File: config.mk
export PLATFORM = sky130hd
export DESIGN_NAME = ram_scan_ctrl_flat
export DESIGN_NICKNAME = d
export VERILOG_FILES = /design/src/rtl/ram_scan_pkg.sv /design/src/rtl/ram_scan_ctrl_if.sv /design/src/rtl/simple_dpram.sv /design/src/rtl/ram_scan_ctrl.sv /design/src/flat_wrapper.sv
export SDC_FILE = /design/constraint.sdc
export NUM_CORES = 1
export LEC_CHECK = 0
export CAP_MARGIN = 10
export CELL_PAD_IN_SITES_DETAIL_PLACEMENT = 1
export CELL_PAD_IN_SITES_GLOBAL_PLACEMENT = 2
export CORE_AREA = 4 4 175 177
export DETAILED_ROUTE_END_ITERATION = 8
export DIE_AREA = 0 0 179 181
export GPL_TIMING_DRIVEN = 0
export PLACE_DENSITY_LB_ADDON = 0.25
export SLEW_MARGIN = 10
export SYNTH_ARGS = -nofsm -noshare
export SYNTH_HDL_FRONTEND = slang
export SYNTH_SLANG_ARGS = --single-unit
File: constraint.sdc
create_clock -name CLOCK_50 -period 3.78 [get_ports CLOCK_50]
set_clock_uncertainty 0.1 [all_clocks]
set_input_delay 1.134 -clock CLOCK_50 [delete_from_list [all_inputs] [get_ports CLOCK_50]]
set_output_delay 1.134 -clock CLOCK_50 [all_outputs]
set_load 0.005 [all_outputs]
File: src/rtl/ram_scan_pkg.sv
// Shared sizing helpers and latency constants for the RAM write/scan controller.
// Defaults mirror the original 32x8 lab memory at 50 MHz.
package ram_scan_pkg;

  localparam int ADDR_W_DEF   = 5;
  localparam int DATA_W_DEF   = 8;
  localparam int TICK_DIV_DEF = 25000000;
  localparam int DEPTH        = 2 ** ADDR_W_DEF;

  // Cycles from the synchronised request edge to wr_ack, and from a
  // manual rd_addr change to disp_data.
  localparam int WR_LAT = 2;
  localparam int RD_LAT = 3;

  function automatic int depth_of(input int aw);
    return 2 ** aw;
  endfunction

  function automatic int cnt_width(input int div);
    return (div < 2) ? 1 : $clog2(div);
  endfunction

endpackage

File: src/rtl/ram_scan_ctrl_if.sv
// Switch-side inputs and display-side outputs of the RAM write/scan controller.
// The controller takes the slave view; whoever drives the switches takes master.
interface ram_scan_ctrl_if #(
  parameter int ADDR_W = 5,
  parameter int DATA_W = 8
);
  logic              wr_req;
  logic [ADDR_W-1:0] wr_addr;
  logic [DATA_W-1:0] wr_data;
  logic              manual;
  logic              pause;
  logic [ADDR_W-1:0] rd_addr;
  logic [ADDR_W-1:0] disp_addr;
  logic [DATA_W-1:0] disp_data;
  logic              wr_ack;
  logic              scan_tick;

  modport master (
    output wr_req, wr_addr, wr_data, manual, pause, rd_addr,
    input  disp_addr, disp_data, wr_ack, scan_tick
  );

  modport slave (
    input  wr_req, wr_addr, wr_data, manual, pause, rd_addr,
    output disp_addr, disp_data, wr_ack, scan_tick
  );
endinterface

File: src/rtl/simple_dpram.sv
// Simple dual-port RAM: one write port, one registered read port, read-first.
// The array carries no reset so it maps onto plain block RAM.
module simple_dpram
  import ram_scan_pkg::*;
#(
  parameter int ADDR_W = 5,
  parameter int DATA_W = 8
) (
  input  logic              clk,
  input  logic              we,
  input  logic [ADDR_W-1:0] waddr,
  input  logic [DATA_W-1:0] wdata,
  input  logic [ADDR_W-1:0] raddr,
  output logic [DATA_W-1:0] q
);

  logic [DATA_W-1:0] mem [0:depth_of(ADDR_W)-1];

  // Both updates are non-blocking, so a same-address read sees the old word.
  always_ff @(posedge clk) begin
    if (we) begin
      mem[waddr] <= wdata;
    end
    q <= mem[raddr];
  end

endmodule

File: src/rtl/ram_scan_ctrl.sv
// RAM write/scan controller: edge-triggered switch writes, auto-scan or manual
// reads, and an address/data pair kept aligned for the HEX display drivers.
module ram_scan_ctrl
  import ram_scan_pkg::*;
#(
  parameter int ADDR_W   = ADDR_W_DEF,
  parameter int DATA_W   = DATA_W_DEF,
  parameter int TICK_DIV = TICK_DIV_DEF
) (
  input logic            CLOCK_50,
  input logic            reset,
  ram_scan_ctrl_if.slave bus
);

  localparam int              CNT_W   = cnt_width(TICK_DIV);
  localparam logic [CNT_W-1:0] CNT_MAX = CNT_W'(TICK_DIV - 1);

  logic [1:0]        sync_reg;
  logic              prev_reg;
  logic              req_edge;

  logic              wren_reg;
  logic [ADDR_W-1:0] waddr_reg;
  logic [DATA_W-1:0] wdata_reg;
  logic              wr_ack_reg;

  logic [CNT_W-1:0]  cnt_reg;
  logic [CNT_W-1:0]  cnt_next;
  logic              tick_reg;

  logic [ADDR_W-1:0] ptr_reg;
  logic [ADDR_W-1:0] rd_sel;
  logic [ADDR_W-1:0] raddr_reg;
  logic [ADDR_W-1:0] addr_q_reg;
  logic [DATA_W-1:0] ram_q;
  logic [ADDR_W-1:0] disp_addr_reg;
  logic [DATA_W-1:0] disp_data_reg;

  // The switch is asynchronous: two flops to settle it, a third to find the edge.
  always_ff @(posedge CLOCK_50 or posedge reset) begin
    if (reset) begin
      sync_reg <= '0;
      prev_reg <= 1'b0;
    end else begin
      sync_reg <= {sync_reg[0], bus.wr_req};
      prev_reg <= sync_reg[1];
    end
  end

  assign req_edge = sync_reg[1] & ~prev_reg;

  always_ff @(posedge CLOCK_50 or posedge reset) begin
    if (reset) begin
      wren_reg   <= 1'b0;
      waddr_reg  <= '0;
      wdata_reg  <= '0;
      wr_ack_reg <= 1'b0;
    end else begin
      wren_reg   <= req_edge;
      wr_ack_reg <= wren_reg;
      if (req_edge) begin
        waddr_reg <= bus.wr_addr;
        wdata_reg <= bus.wr_data;
      end
    end
  end

  always_comb begin
    cnt_next = (cnt_reg == CNT_MAX) ? '0 : cnt_reg + 1'b1;
  end

  // The flag is registered from the next count so it is high exactly while
  // cnt_reg sits at its terminal value.
  always_ff @(posedge CLOCK_50 or posedge reset) begin
    if (reset) begin
      cnt_reg  <= '0;
      tick_reg <= 1'b0;
    end else begin
      cnt_reg  <= cnt_next;
      tick_reg <= (cnt_next == CNT_MAX);
    end
  end

  // A committing write wins over a coincident tick so the new word is shown.
  always_ff @(posedge CLOCK_50 or posedge reset) begin
    if (reset) begin
      ptr_reg <= '0;
    end else if (wren_reg) begin
      ptr_reg <= waddr_reg;
    end else if (tick_reg && !bus.manual && !bus.pause) begin
      ptr_reg <= ptr_reg + 1'b1;
    end
  end

  always_comb begin
    rd_sel = bus.manual ? bus.rd_addr : ptr_reg;
  end

  simple_dpram #(
    .ADDR_W (ADDR_W),
    .DATA_W (DATA_W)
  ) u_ram (
    .clk   (CLOCK_50),
    .we    (wren_reg),
    .waddr (waddr_reg),
    .wdata (wdata_reg),
    .raddr (raddr_reg),
    .q     (ram_q)
  );

  // The address travels beside the RAM pipeline so disp_addr always names disp_data.
  always_ff @(posedge CLOCK_50 or posedge reset) begin
    if (reset) begin
      raddr_reg     <= '0;
      addr_q_reg    <= '0;
      disp_addr_reg <= '0;
      disp_data_reg <= '0;
    end else begin
      raddr_reg     <= rd_sel;
      addr_q_reg    <= raddr_reg;
      disp_addr_reg <= addr_q_reg;
      disp_data_reg <= ram_q;
    end
  end

  assign bus.disp_addr = disp_addr_reg;
  assign bus.disp_data = disp_data_reg;
  assign bus.wr_ack    = wr_ack_reg;
  assign bus.scan_tick = tick_reg;

endmodule
File: src/flat_wrapper.sv
// flat-port wrapper written by rule: the top's interface ports become plain ports
module ram_scan_ctrl_flat import ram_scan_pkg::*;
#(
  parameter int ADDR_W   = ADDR_W_DEF,
  parameter int DATA_W   = DATA_W_DEF,
  parameter int TICK_DIV = TICK_DIV_DEF
)
  (CLOCK_50, reset, bus_wr_req, bus_wr_addr, bus_wr_data, bus_manual, bus_pause, bus_rd_addr, bus_disp_addr, bus_disp_data, bus_wr_ack, bus_scan_tick);
  ram_scan_ctrl_if #(.ADDR_W(ADDR_W), .DATA_W(DATA_W)) bus_i ();
  input logic CLOCK_50;
  input logic reset;
  input wire logic [$bits(bus_i.wr_req)-1:0] bus_wr_req;
  input wire logic [$bits(bus_i.wr_addr)-1:0] bus_wr_addr;
  input wire logic [$bits(bus_i.wr_data)-1:0] bus_wr_data;
  input wire logic [$bits(bus_i.manual)-1:0] bus_manual;
  input wire logic [$bits(bus_i.pause)-1:0] bus_pause;
  input wire logic [$bits(bus_i.rd_addr)-1:0] bus_rd_addr;
  output wire logic [$bits(bus_i.disp_addr)-1:0] bus_disp_addr;
  output wire logic [$bits(bus_i.disp_data)-1:0] bus_disp_data;
  output wire logic [$bits(bus_i.wr_ack)-1:0] bus_wr_ack;
  output wire logic [$bits(bus_i.scan_tick)-1:0] bus_scan_tick;
  assign bus_i.wr_req = bus_wr_req;
  assign bus_i.wr_addr = bus_wr_addr;
  assign bus_i.wr_data = bus_wr_data;
  assign bus_i.manual = bus_manual;
  assign bus_i.pause = bus_pause;
  assign bus_i.rd_addr = bus_rd_addr;
  assign bus_disp_addr = bus_i.disp_addr;
  assign bus_disp_data = bus_i.disp_data;
  assign bus_wr_ack = bus_i.wr_ack;
  assign bus_scan_tick = bus_i.scan_tick;
  ram_scan_ctrl #(.ADDR_W(ADDR_W), .DATA_W(DATA_W), .TICK_DIV(TICK_DIV)) u_core (.CLOCK_50(CLOCK_50), .reset(reset), .bus(bus_i));
endmodule
Fig. 1: sequential cells grouped by signal name
Bar = 50 microns.
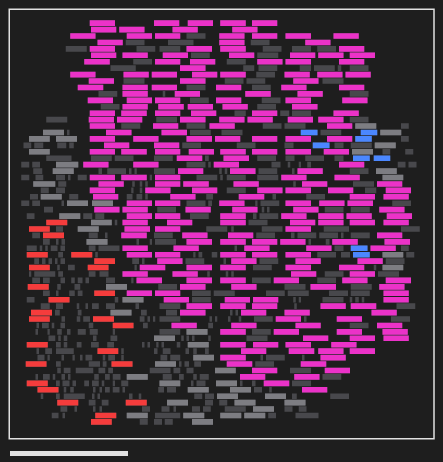
| color | netlist name | placed flops |
|---|---|---|
| blue | u_core.u_ram.q | 8 |
| red | u_core.cnt_reg | 25 |
| magenta | u_core.u_ram.mem | 256 |
Power Sequential: 4.40 mW
sequential cell area: 9650 sq um

Fig. 2: metal layers overlaid
Bar = 50 microns. Two of the layers only.
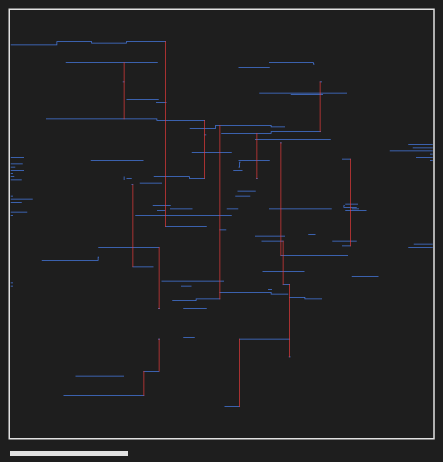
| color | layer | wire length |
|---|---|---|
| blue | M3 | 1100 microns |
| red | M4 | 486 microns |
DR WL/cell: 24.2 microns
Global Route Usage Sum: 0.178
Total Routed Length: 27800 microns

==> impl_results.html <==
<p>Metrics extracted from the flow reports.</p>
<table>
<tr><th>Metric</th><th>Value</th></tr>
<tr><th colspan="2">Worst setup path</th></tr>
<tr><td>Slowest cell on the critical path</td><td>clkbuf_1</td></tr>
<tr><td>Maximum fanout count along the critical path</td><td>10</td></tr>
<tr><td>Delay of the slowest cell on the worst path</td><td>680 ps</td></tr>
<tr><td>Req. time, crit path</td><td>4070 ps</td></tr>
<tr><td>Category of the worst setup path capture point</td><td>flip-flop</td></tr>
<tr><td>Critical path start-end classification</td><td>reg -&gt; reg</td></tr>
<tr><td>Cell class contributing the biggest share of worst-path delay</td><td>buffers and inverters</td></tr>
<tr><th colspan="2">Worst hold path</th></tr>
<tr><td>Worst hold stages</td><td>0</td></tr>
<tr><td>HP Class</td><td>reg -&gt; reg</td></tr>
<tr><td>Endpoint of the worst hold path</td><td>u_core.bus.disp_data[6]</td></tr>
<tr><th colspan="2">Clock tree</th></tr>
<tr><td>Number of buffers added for setup after CTS</td><td>0</td></tr>
<tr><td>Number of buffers inserted during clock tree synthesis</td><td>35</td></tr>
<tr><td>CTS HTree Levels</td><td>2</td></tr>
<tr><td>Number of instances resized during post-cts repair</td><td>0</td></tr>
<tr><td>Clock Path Buffers</td><td>3</td></tr>
<tr><td>Worst skew pair latency</td><td>510 ps</td></tr>
<tr><td>Quantity of hold-fixing buffers added after cts</td><td>0</td></tr>
<tr><th colspan="2">Pwr</th></tr>
<tr><td>Power Total</td><td>8.73 mW</td></tr>
<tr><td>Maximum VDD drop</td><td>0.000292 V</td></tr>
<tr><td>Pwr dens</td><td>579 nW/um^2</td></tr>
<tr><th colspan="2">Yosys</th></tr>
<tr><td>Leading cell types by count after synthesis</td><td>256 x edfxtp_1, 80 x mux4_2, 72 x dfrtp_1</td></tr>
<tr><td>Number of synthesized flops with an enable pin</td><td>256</td></tr>
<tr><td>Most popular library cell in the synthesized design by count</td><td>edfxtp_1</td></tr>
<tr><td>Chip area line of the yosys report</td><td>13000 sq um</td></tr>
<tr><td>Largest area contributor in the synthesized netlist</td><td>edfxtp_1</td></tr>
<tr><td>Registers, synthesis</td><td>336</td></tr>
<tr><td>Post-Syn Area</td><td>13000 sq um</td></tr>
<tr><td>Adder Area Share</td><td>0.00193</td></tr>
<tr><td>Main logic family</td><td>multiplexers</td></tr>
<tr><td>Post-Syn Instances</td><td>660</td></tr>
<tr><td>Simple-Gate Fraction of Synth Area</td><td>0.0562</td></tr>
<tr><td>Total of warnings raised by yosys</td><td>0</td></tr>
<tr><td>Number of distinct library cells after synthesis</td><td>40</td></tr>
<tr><td>Area fraction of the dominant cell type after synthesis</td><td>0.592</td></tr>
<tr><th colspan="2">Global route</th></tr>
<tr><td>First-pass GRT wire length</td><td>42800 microns</td></tr>
<tr><td>Total gr overflow</td><td>0</td></tr>
<tr><td>Pin count of the biggest net entering global routing</td><td>64</td></tr>
<tr><th colspan="2">Final timing</th></tr>
<tr><td>Transition time at the pin with the least slew margin</td><td>1180 ps</td></tr>
<tr><td>Final number of hold-violating endpoints</td><td>0</td></tr>
<tr><td>Worst slew margin</td><td>0.212</td></tr>
<tr><td>Number of endpoints failing setup at the final stage</td><td>0</td></tr>
<tr><td>Number of pins with negative max-slew slack in the final report</td><td>0</td></tr>
<tr><td>RSZ-0062 raised after global routing</td><td>false</td></tr>
<tr><td>TNS Setup</td><td>0 ps</td></tr>
<tr><th colspan="2">Layout</th></tr>
<tr><td>Number of inserted diodes</td><td>0</td></tr>
<tr><td>Filler cell count</td><td>2626</td></tr>
<tr><td>Largest register FFs</td><td>256</td></tr>
<tr><td>Signed area change from the synthesized netlist to the final layout</td><td>16.1%</td></tr>
<tr><td>Share of the core filled with cells</td><td>0.516</td></tr>
<tr><th colspan="2">Place</th></tr>
<tr><td>Count of input and output buffers</td><td>36</td></tr>
<tr><td>Worst setup slack after placement</td><td>671 ps</td></tr>
<tr><td>Placed Instances</td><td>1087</td></tr>
<tr><td>Post-detailed-placement cell area</td><td>13900 sq um</td></tr>
<tr><th colspan="2">Floorplan</th></tr>
<tr><td>Core region area</td><td>29200 sq um</td></tr>
<tr><td>Floorplan die area</td><td>32400 sq um</td></tr>
<tr><td>Vert. Die Dim</td><td>181 microns</td></tr>
<tr><td>IO Count</td><td>38</td></tr>
<tr><th colspan="2">Routing</th></tr>
<tr><td>Number of DRC violations after detailed routing</td><td>0</td></tr>
<tr><td>Post-route ant nets</td><td>0</td></tr>
<tr><td>Via-per-instance ratio</td><td>5.45</td></tr>
<tr><td>Number of detailed-routing iterations run before antenna repair</td><td>5</td></tr>
<tr><th colspan="2">Run status</th></tr>
<tr><td>Outcome</td><td>finished, final reports clean</td></tr>
</table>
## worst max-delay path by stage
stage | endpoint | cells after the start | startpoint | slack [ps]
floorplan | u_core.addr_q_reg[0] | 1 | reset | 720
global placement | u_core.sync_reg[0] | 2 | reset | -530
detailed placement | u_core.u_ram.q[2] | 5 | u_core.raddr_reg[1] | 670
CTS | u_core.u_ram.q[7] | 5 | u_core.raddr_reg[1] | 640
global route | u_core.u_ram.q[2] | 5 | u_core.raddr_reg[1] | 560
finish | u_core.u_ram.q[2] | 5 | u_core.raddr_reg[1] | 650
## metal layers
| metal | routed length, microns | track usage | vias up | part of all wire |
|---|---|---|---|---|
| li1 | - | - | 2773 | - |
| met1 | 12200 | 0.252 | 3309 | 0.44 |
| met2 | 14000 | 0.292 | 149 | 0.50 |
| met3 | 1100 | 0.0291 | 36 | 0.039 |
| met4 | 486 | 0.0427 | 0 | 0.017 |
| met5 | 0 | 0 | - | 0 |
## kinds of logic (layout without fill, tap and decap cells)
group	count (synthesis)	after routing
adder cells (fa/ha/maj)	2	2
XOR/XNOR	27	27
multiplexers	109	109
flip-flops	336	336
buffers and inverters	34	134
AND-OR/OR-AND	11	11
AND/OR/NAND/NOR	141	141
## final cells by class
cell class                      count  area share
Clock buffer                       47      0.0672
Tap cell                          390      0.0324
Clock inverter                     16      0.0133
Timing Repair Buffer               37      0.0257
Buffer                             33      0.0100
Inverter                            1    0.000415
Sequential cell                   336       0.640
Multi-Input combinational cell    290       0.211
## power by group
group | internal (mW) | total, mW | switching, mW
registers | 4.22 | 4.40 | 0.183
logic | 0.403 | 0.766 | 0.363
clock network | 2.22 | 3.56 | 1.34
Power is estimated from default activity; no workload was simulated.
